[src/rtl/execute_stage_pkg.sv]
// Shared opcode map, CCR bit layout and opcode-class helpers for the execute stage.
package exec_pkg;

    localparam int OPC_W = 5;

    localparam logic [OPC_W-1:0] OP_NOP  = 5'b00000;
    localparam logic [OPC_W-1:0] OP_SETC = 5'b00001;
    localparam logic [OPC_W-1:0] OP_CLRC = 5'b00010;
    localparam logic [OPC_W-1:0] OP_NOT  = 5'b00011;
    localparam logic [OPC_W-1:0] OP_INC  = 5'b00100;
    localparam logic [OPC_W-1:0] OP_DEC  = 5'b00101;
    localparam logic [OPC_W-1:0] OP_MOV  = 5'b00110;
    localparam logic [OPC_W-1:0] OP_ADD  = 5'b00111;
    localparam logic [OPC_W-1:0] OP_SUB  = 5'b01000;
    localparam logic [OPC_W-1:0] OP_AND  = 5'b01001;
    localparam logic [OPC_W-1:0] OP_OR   = 5'b01010;
    localparam logic [OPC_W-1:0] OP_SHL  = 5'b01011;
    localparam logic [OPC_W-1:0] OP_SHR  = 5'b01100;

    localparam int CCR_Z = 0;
    localparam int CCR_N = 1;
    localparam int CCR_C = 2;

    // Any opcode that touches the flags (SETC..SHR)
    function automatic logic is_alu_op(input logic [OPC_W-1:0] op);
        return (op >= OP_SETC) && (op <= OP_SHR);
    endfunction

    function automatic logic writes_back(input logic [OPC_W-1:0] op);
        return (op >= OP_NOT) && (op <= OP_SHR);
    endfunction

endpackage

[src/rtl/execute_stage_alu_core.sv]
// Combinational ALU: result plus new flag values and a mask of which CCR bits change.
module alu_core
    import exec_pkg::*;
#(
    parameter int DATA_W = 17
) (
    input  logic [OPC_W-1:0]  op,
    input  logic [DATA_W-1:0] a,
    input  logic [DATA_W-1:0] b,
    input  logic              cin,
    output logic [DATA_W-1:0] result,
    output logic              z,
    output logic              n,
    output logic              c,
    output logic [2:0]        flag_mask
);

    localparam logic [DATA_W:0] ONE = {{DATA_W{1'b0}}, 1'b1};

    logic [DATA_W:0] wide;

    always_comb begin
        wide      = '0;
        c         = cin;
        flag_mask = '0;
        case (op)
            OP_NOP:  wide = '0;
            OP_SETC: begin c = 1'b1; flag_mask[CCR_C] = 1'b1; end
            OP_CLRC: begin c = 1'b0; flag_mask[CCR_C] = 1'b1; end
            OP_NOT:  wide = {1'b0, ~b};
            OP_INC:  wide = {1'b0, b} + ONE;
            OP_DEC:  wide = {1'b0, b} - ONE;
            OP_MOV:  wide = {1'b0, a};
            OP_ADD:  wide = {1'b0, b} + {1'b0, a};
            OP_SUB:  wide = {1'b0, b} - {1'b0, a};
            OP_AND:  wide = {1'b0, b & a};
            OP_OR:   wide = {1'b0, b | a};
            OP_SHL:  wide = {b, 1'b0};
            OP_SHR:  wide = {2'b00, b[DATA_W-1:1]};
            default: wide = {1'b0, a};
        endcase

        // Top bit of the wide result is carry/borrow/shifted-out MSB
        case (op)
            OP_INC, OP_DEC, OP_ADD, OP_SUB, OP_SHL: begin
                c = wide[DATA_W];
                flag_mask[CCR_C] = 1'b1;
            end
            OP_SHR: begin
                c = b[0];
                flag_mask[CCR_C] = 1'b1;
            end
            default: ;
        endcase

        if (writes_back(op)) begin
            flag_mask[CCR_Z] = 1'b1;
            flag_mask[CCR_N] = 1'b1;
        end

        result = wide[DATA_W-1:0];
        z      = (result == '0);
        n      = result[DATA_W-1];
    end

endmodule

[src/rtl/execute_stage.sv]
// Execute stage: EX->EX forwarding, ALU, CCR and the EX/MEM output registers.
module execute_stage
    import exec_pkg::*;
#(
    parameter int DATA_W = 17,
    parameter int OP_W   = 5,
    parameter int RA_W   = 3
) (
    input  logic              Clk,
    input  logic              Rst,
    input  logic              ST,
    input  logic              SST,
    input  logic [DATA_W-1:0] Reg1,
    input  logic [DATA_W-1:0] Reg2,
    input  logic [OP_W-1:0]   Instruction,
    input  logic [RA_W-1:0]   SrcAddress,
    input  logic [RA_W-1:0]   RegDestination,
    input  logic              Stall,
    input  logic              Flush,
    output logic [DATA_W-1:0] ResultOut,
    output logic [DATA_W-1:0] StoreDataOut,
    output logic [OP_W-1:0]   InstructionOut,
    output logic [RA_W-1:0]   RegDestinationOut,
    output logic              WBEnOut,
    output logic              STOut,
    output logic              SSTOut,
    output logic [2:0]        CCR
);

    logic [DATA_W-1:0] op_a;
    logic [DATA_W-1:0] op_b;
    logic [DATA_W-1:0] alu_res;
    logic              alu_z;
    logic              alu_n;
    logic              alu_c;
    logic [2:0]        alu_mask;
    logic [2:0]        ccr_next;

    // A bubble leaves WBEnOut low, so a flushed instruction is never forwarded
    always_comb begin
        op_a = Reg1;
        op_b = Reg2;
        if (WBEnOut && (RegDestinationOut == SrcAddress))     op_a = ResultOut;
        if (WBEnOut && (RegDestinationOut == RegDestination)) op_b = ResultOut;
    end

    alu_core #(.DATA_W(DATA_W)) u_alu (
        .op        (Instruction),
        .a         (op_a),
        .b         (op_b),
        .cin       (CCR[CCR_C]),
        .result    (alu_res),
        .z         (alu_z),
        .n         (alu_n),
        .c         (alu_c),
        .flag_mask (alu_mask)
    );

    always_comb begin
        ccr_next = CCR;
        if (alu_mask[CCR_Z]) ccr_next[CCR_Z] = alu_z;
        if (alu_mask[CCR_N]) ccr_next[CCR_N] = alu_n;
        if (alu_mask[CCR_C]) ccr_next[CCR_C] = alu_c;
    end

    always_ff @(posedge Clk or posedge Rst) begin
        if (Rst) begin
            ResultOut         <= '0;
            StoreDataOut      <= '0;
            InstructionOut    <= '0;
            RegDestinationOut <= '0;
            WBEnOut           <= 1'b0;
            STOut             <= 1'b0;
            SSTOut            <= 1'b0;
            CCR               <= '0;
        end else if (Flush) begin
            ResultOut         <= '0;
            StoreDataOut      <= '0;
            InstructionOut    <= '0;
            RegDestinationOut <= '0;
            WBEnOut           <= 1'b0;
            STOut             <= 1'b0;
            SSTOut            <= 1'b0;
        end else if (!Stall) begin
            ResultOut         <= alu_res;
            StoreDataOut      <= op_b;
            InstructionOut    <= Instruction;
            RegDestinationOut <= RegDestination;
            WBEnOut           <= writes_back(Instruction);
            STOut             <= ST;
            SSTOut            <= SST;
            CCR               <= ccr_next;
        end
    end

endmodule

[config.mk]
export PLATFORM = sky130hd
export DESIGN_NAME = execute_stage
export DESIGN_NICKNAME = d
export VERILOG_FILES = /design/src/rtl/execute_stage_pkg.sv /design/src/rtl/execute_stage_alu_core.sv /design/src/rtl/execute_stage.sv
export SDC_FILE = /design/constraint.sdc
export NUM_CORES = 1
export LEC_CHECK = 0
export CAP_MARGIN = 10
export CORE_ASPECT_RATIO = 0.9
export CORE_MARGIN = 2
export CORE_UTILIZATION = 45
export CTS_BUF_LIST = sky130_fd_sc_hd__clkbuf_16
export CTS_CLUSTER_SIZE = 24
export DETAILED_ROUTE_END_ITERATION = 10
export PLACE_DENSITY = 0.7
export SYNTH_ARGS = -nofsm -noshare
export SYNTH_HDL_FRONTEND = slang
export SYNTH_HIERARCHICAL = 1
export SYNTH_SLANG_ARGS = --single-unit
[constraint.sdc]
create_clock -name Clk -period 10 [get_ports Clk]
set_input_delay 1.5 -clock Clk [delete_from_list [all_inputs] [get_ports Clk]]
set_output_delay 1.5 -clock Clk [all_outputs]
set_load 0.01 [all_outputs]
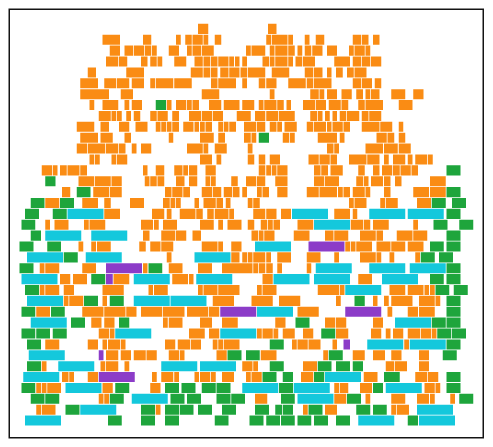
**Above:** placement by cell class.
Drawn at 4 px/um.
Orange shows combinational and other logic, cells 558. Cyan shows flops, cells 48. Purple shows clock drivers and dummy loads, cells 8. Green shows other buffers and delay cells, cells 111.

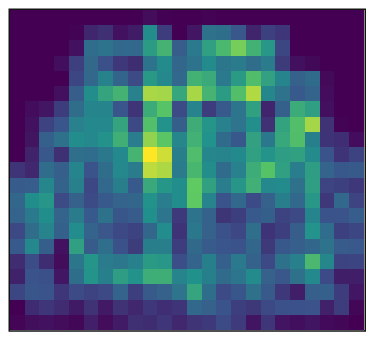
**Above:** signal metal coverage by tile.
Drawn at 3 px/um. 24 x 21 tiles, from dark purple (low) to yellow (high), scaled to the fullest tile. Values are wire area over tile area, all layers added.
The mean over all tiles is 0.24. The emptiest ninth of the die: upper left. 17% of the tiles are over half the peak. The fullest tile reaches 0.81.
Routed Wire Length: 18100 um
global router's overall resource usage: 0.282
total via count after detailed routing: 5689
final routed wire length divided by cell count: 20.5 um

==> impl_metrics.json <==
{
  "clock_buf_inv_share": 0.0214,
  "met2_usage": 0.480,
  "fp.dieH_um": 107,
  "worstReg2RegEnd": "CCR[0]$_DFFE_PP0P_",
  "cts_resized": 0,
  "max-slew-margin-rel": 0.295,
  "seq_area_mm2": 0.00120,
  "report.final.setup_viol": 0,
  "post_route_cells_drive_above_1_share": 0.106,
  "num-nets-final": 795,
  "total_switching_power_mw": 0.216,
  "met1_usage": 0.357,
  "final_min_period_over_clock_period": 0.707,
  "num_io_pins": 99,
  "most_frequent_logic_cell_in_the_layout": "sky130_fd_sc_hd__clkdlybuf4s50_1",
  "core_box_area_mm2": 0.0114,
  "post-route-util": 0.568,
  "final.signal_inverter_count": 15,
  "cts.hold.buffers_added": 0,
  "power.clock.fraction": 0.266,
  "final_period_minus_worst_setup_slack_ns": 7.07,
  "pwr.group.sequential_mw": 0.223,
  "synth-compound-area-share": 0.255,
  "reg2reg_slack_ns": 4.11,
  "antenna-diode-count": 0,
  "critical_path.cell_chain": "clkdlybuf4s50_1 -> xnor2_1 -> nand4_1 -> buf_4 -> mux2_2 -> or4_1 -> or4_4 -> or3_4 -> or3_4 -> o21ai_0 -> a221oi_1 -> ha_1 -> a2111oi_0 -> a21oi_1 -> a31oi_1 -> o21ai_0 -> xnor2_1 -> o221ai_1 -> nor4_1 -> nand4bb_1 -> nor3_1 -> mux2_2",
  "critical_path_startpoint_category": "input pin",
  "clock_sink_count": 48,
  "postSynthRegisterBits": 48,
  "detail_route.iter0.violations": 812,
  "critical_path.top_delay_family": "simple AND/OR/NAND/NOR gates",
  "final_cell_count_no_fill": 881,
  "row_count": 37,
  "global_route.peak_usage_layer": "met2",
  "initial_antenna_violation_count": 0,
  "cp_slowest_cell": "sky130_fd_sc_hd__or4_1",
  "worst_path_maximum_fanout": 17,
  "place.gp.congestion": 0.894,
  "post_synth_main_area_contributors": "sky130_fd_sc_hd__dfrtp_1 (23%), sky130_fd_sc_hd__mux2_2 (6.0%), sky130_fd_sc_hd__mux2i_1 (5.7%), sky130_fd_sc_hd__nand2_1 (5.5%), sky130_fd_sc_hd__nor2_1 (4.9%)",
  "horizontal_die_dimension_um": 118,
  "layout.filler_cells": 1099,
  "tritoncts_clock_tree": "built",
  "critPathArrivalTime_ns": 7.30,
  "post-place-cells": 872,
  "critical_path.endpoint": "CCR[0]$_DFFE_PP0P_",
  "h_tree_depth": 2,
  "top_area_frac": 0.228,
  "detailedPlacementHpwl_um": 13300,
  "area_share_nonclk_buffers": 0.166,
  "post_synth_xor_area_fraction": 0.0282,
  "dieArea_mm2": 0.0126,
  "crit_cells": 22,
  "met3_routed_wl_um": 1680,
  "synthCells": 655,
  "dpl-instance-area_mm2": 0.00634,
  "gr_ovfl_total": 0,
  "non_clock_buffer_count": 111,
  "m1WireLength_um": 7320,
  "worst-path-buf-inv": 2,
  "post_cts.repair.setup_buffers": 0,
  "number_of_multi_input_combinational_cells_in_the_layout": 543,
  "postSynth.asyncResetShare": 1.00,
  "pwr_density_cell_mw_per_mm2": 95.7,
  "achievable-frequency_mhz": 142,
  "ys_cells": 655,
  "min_path_cells": 2,
  "top_layer": "met4",
  "synth-simple-area-share": 0.235,
  "clock_tree.root_cell": "sky130_fd_sc_hd__clkbuf_16",
  "worst_hold_path.endpoint": "StoreDataOut[4]$_DFFE_PP0P_",
  "cp-end-kind": "flip-flop",
  "placement.io_buffers": 98,
  "synth.comb.largest_family": "AND-OR/OR-AND gates",
  "status": "completed",
  "flop_cell": "sky130_fd_sc_hd__dfrtp_1",
  "power.leakage_nw": 2.63,
  "post_synth_cell_types": 68,
  "slew_viol_final": 0,
  "layout_top_registers": "ResultOut: 17 flops, StoreDataOut: 17 flops, InstructionOut: 5 flops",
  "sequential_share_of_cell_area": 0.185,
  "drtPass1Iterations": 6,
  "synthMuxAreaShare": 0.154,
  "well_tap_count": 156,
  "timing_worst_slew_pin_value_ns": 1.06,
  "rsz0062_at_grt": "false",
  "clk-insertion-delay-late_ns": 0.29,
  "wire_length_of_the_first_global_routing_pass_um": 28900,
  "p_comb_mw": 0.233,
  "comb-cell-share": 0.589,
  "maximum_number_of_pins_on_one_net_before_global_route_repair": 49,
  "cts_buffer_depth": 2,
  "timing.rr.start": "RegDestinationOut[1]$_DFFE_PP0P_",
  "hold_start": "StoreDataOut[4]$_DFFE_PP0P_",
  "worst_slack_on_hold_paths_ns": 0.511,
  "power_report.internal_total_mw": 0.405,
  "floorplan.initialDensity": 0.461,
  "synthAdderAreaFrac": 0.0488,
  "met2_wl_post_dr_um": 8560,
  "power.total_mw": 0.621,
  "timing.final.ws_setup_ns": 2.93,
  "total_nets_after_synthesis": 726,
  "path_clk_slew_ns": 0.07,
  "grt_pass1_vias": 5464,
  "tool_warnings": 27,
  "power.group.top": "combinational logic",
  "routed_via_density": 6.46,
  "share_seq_of_total_power": 0.358,
  "count_of_flip_flops_with_a_built_in_enable_after_synthesis": 0
}
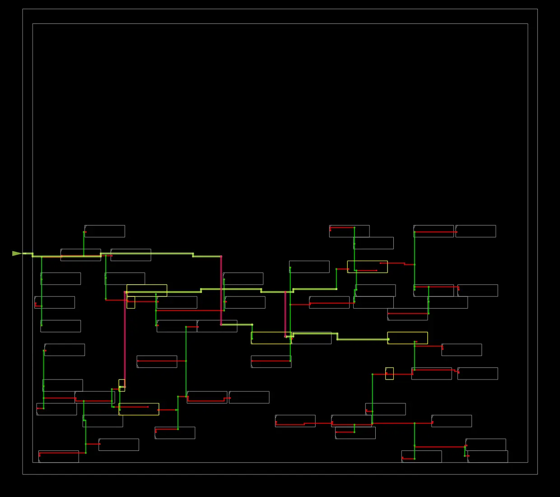
**Above:** clock nets.
Clock Power: 0.165 mW
number of flip-flops and latches: 48
total CTS buffers: 5
clock tree buffer count of the final layout: 5
clock tree skew after final layout: 0.00511 ns

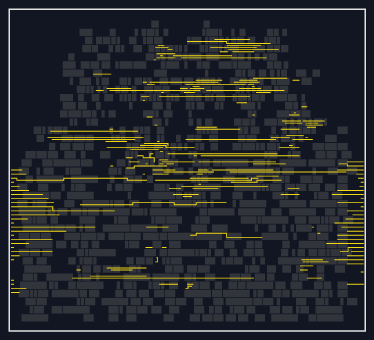
**Above:** met3 routing.
Drawn at 3 px/um.
The longest straight run is 60.3 um. The wires run mostly horizontal.

Power figures rest on the tool's default switching activity, not on a simulated workload.
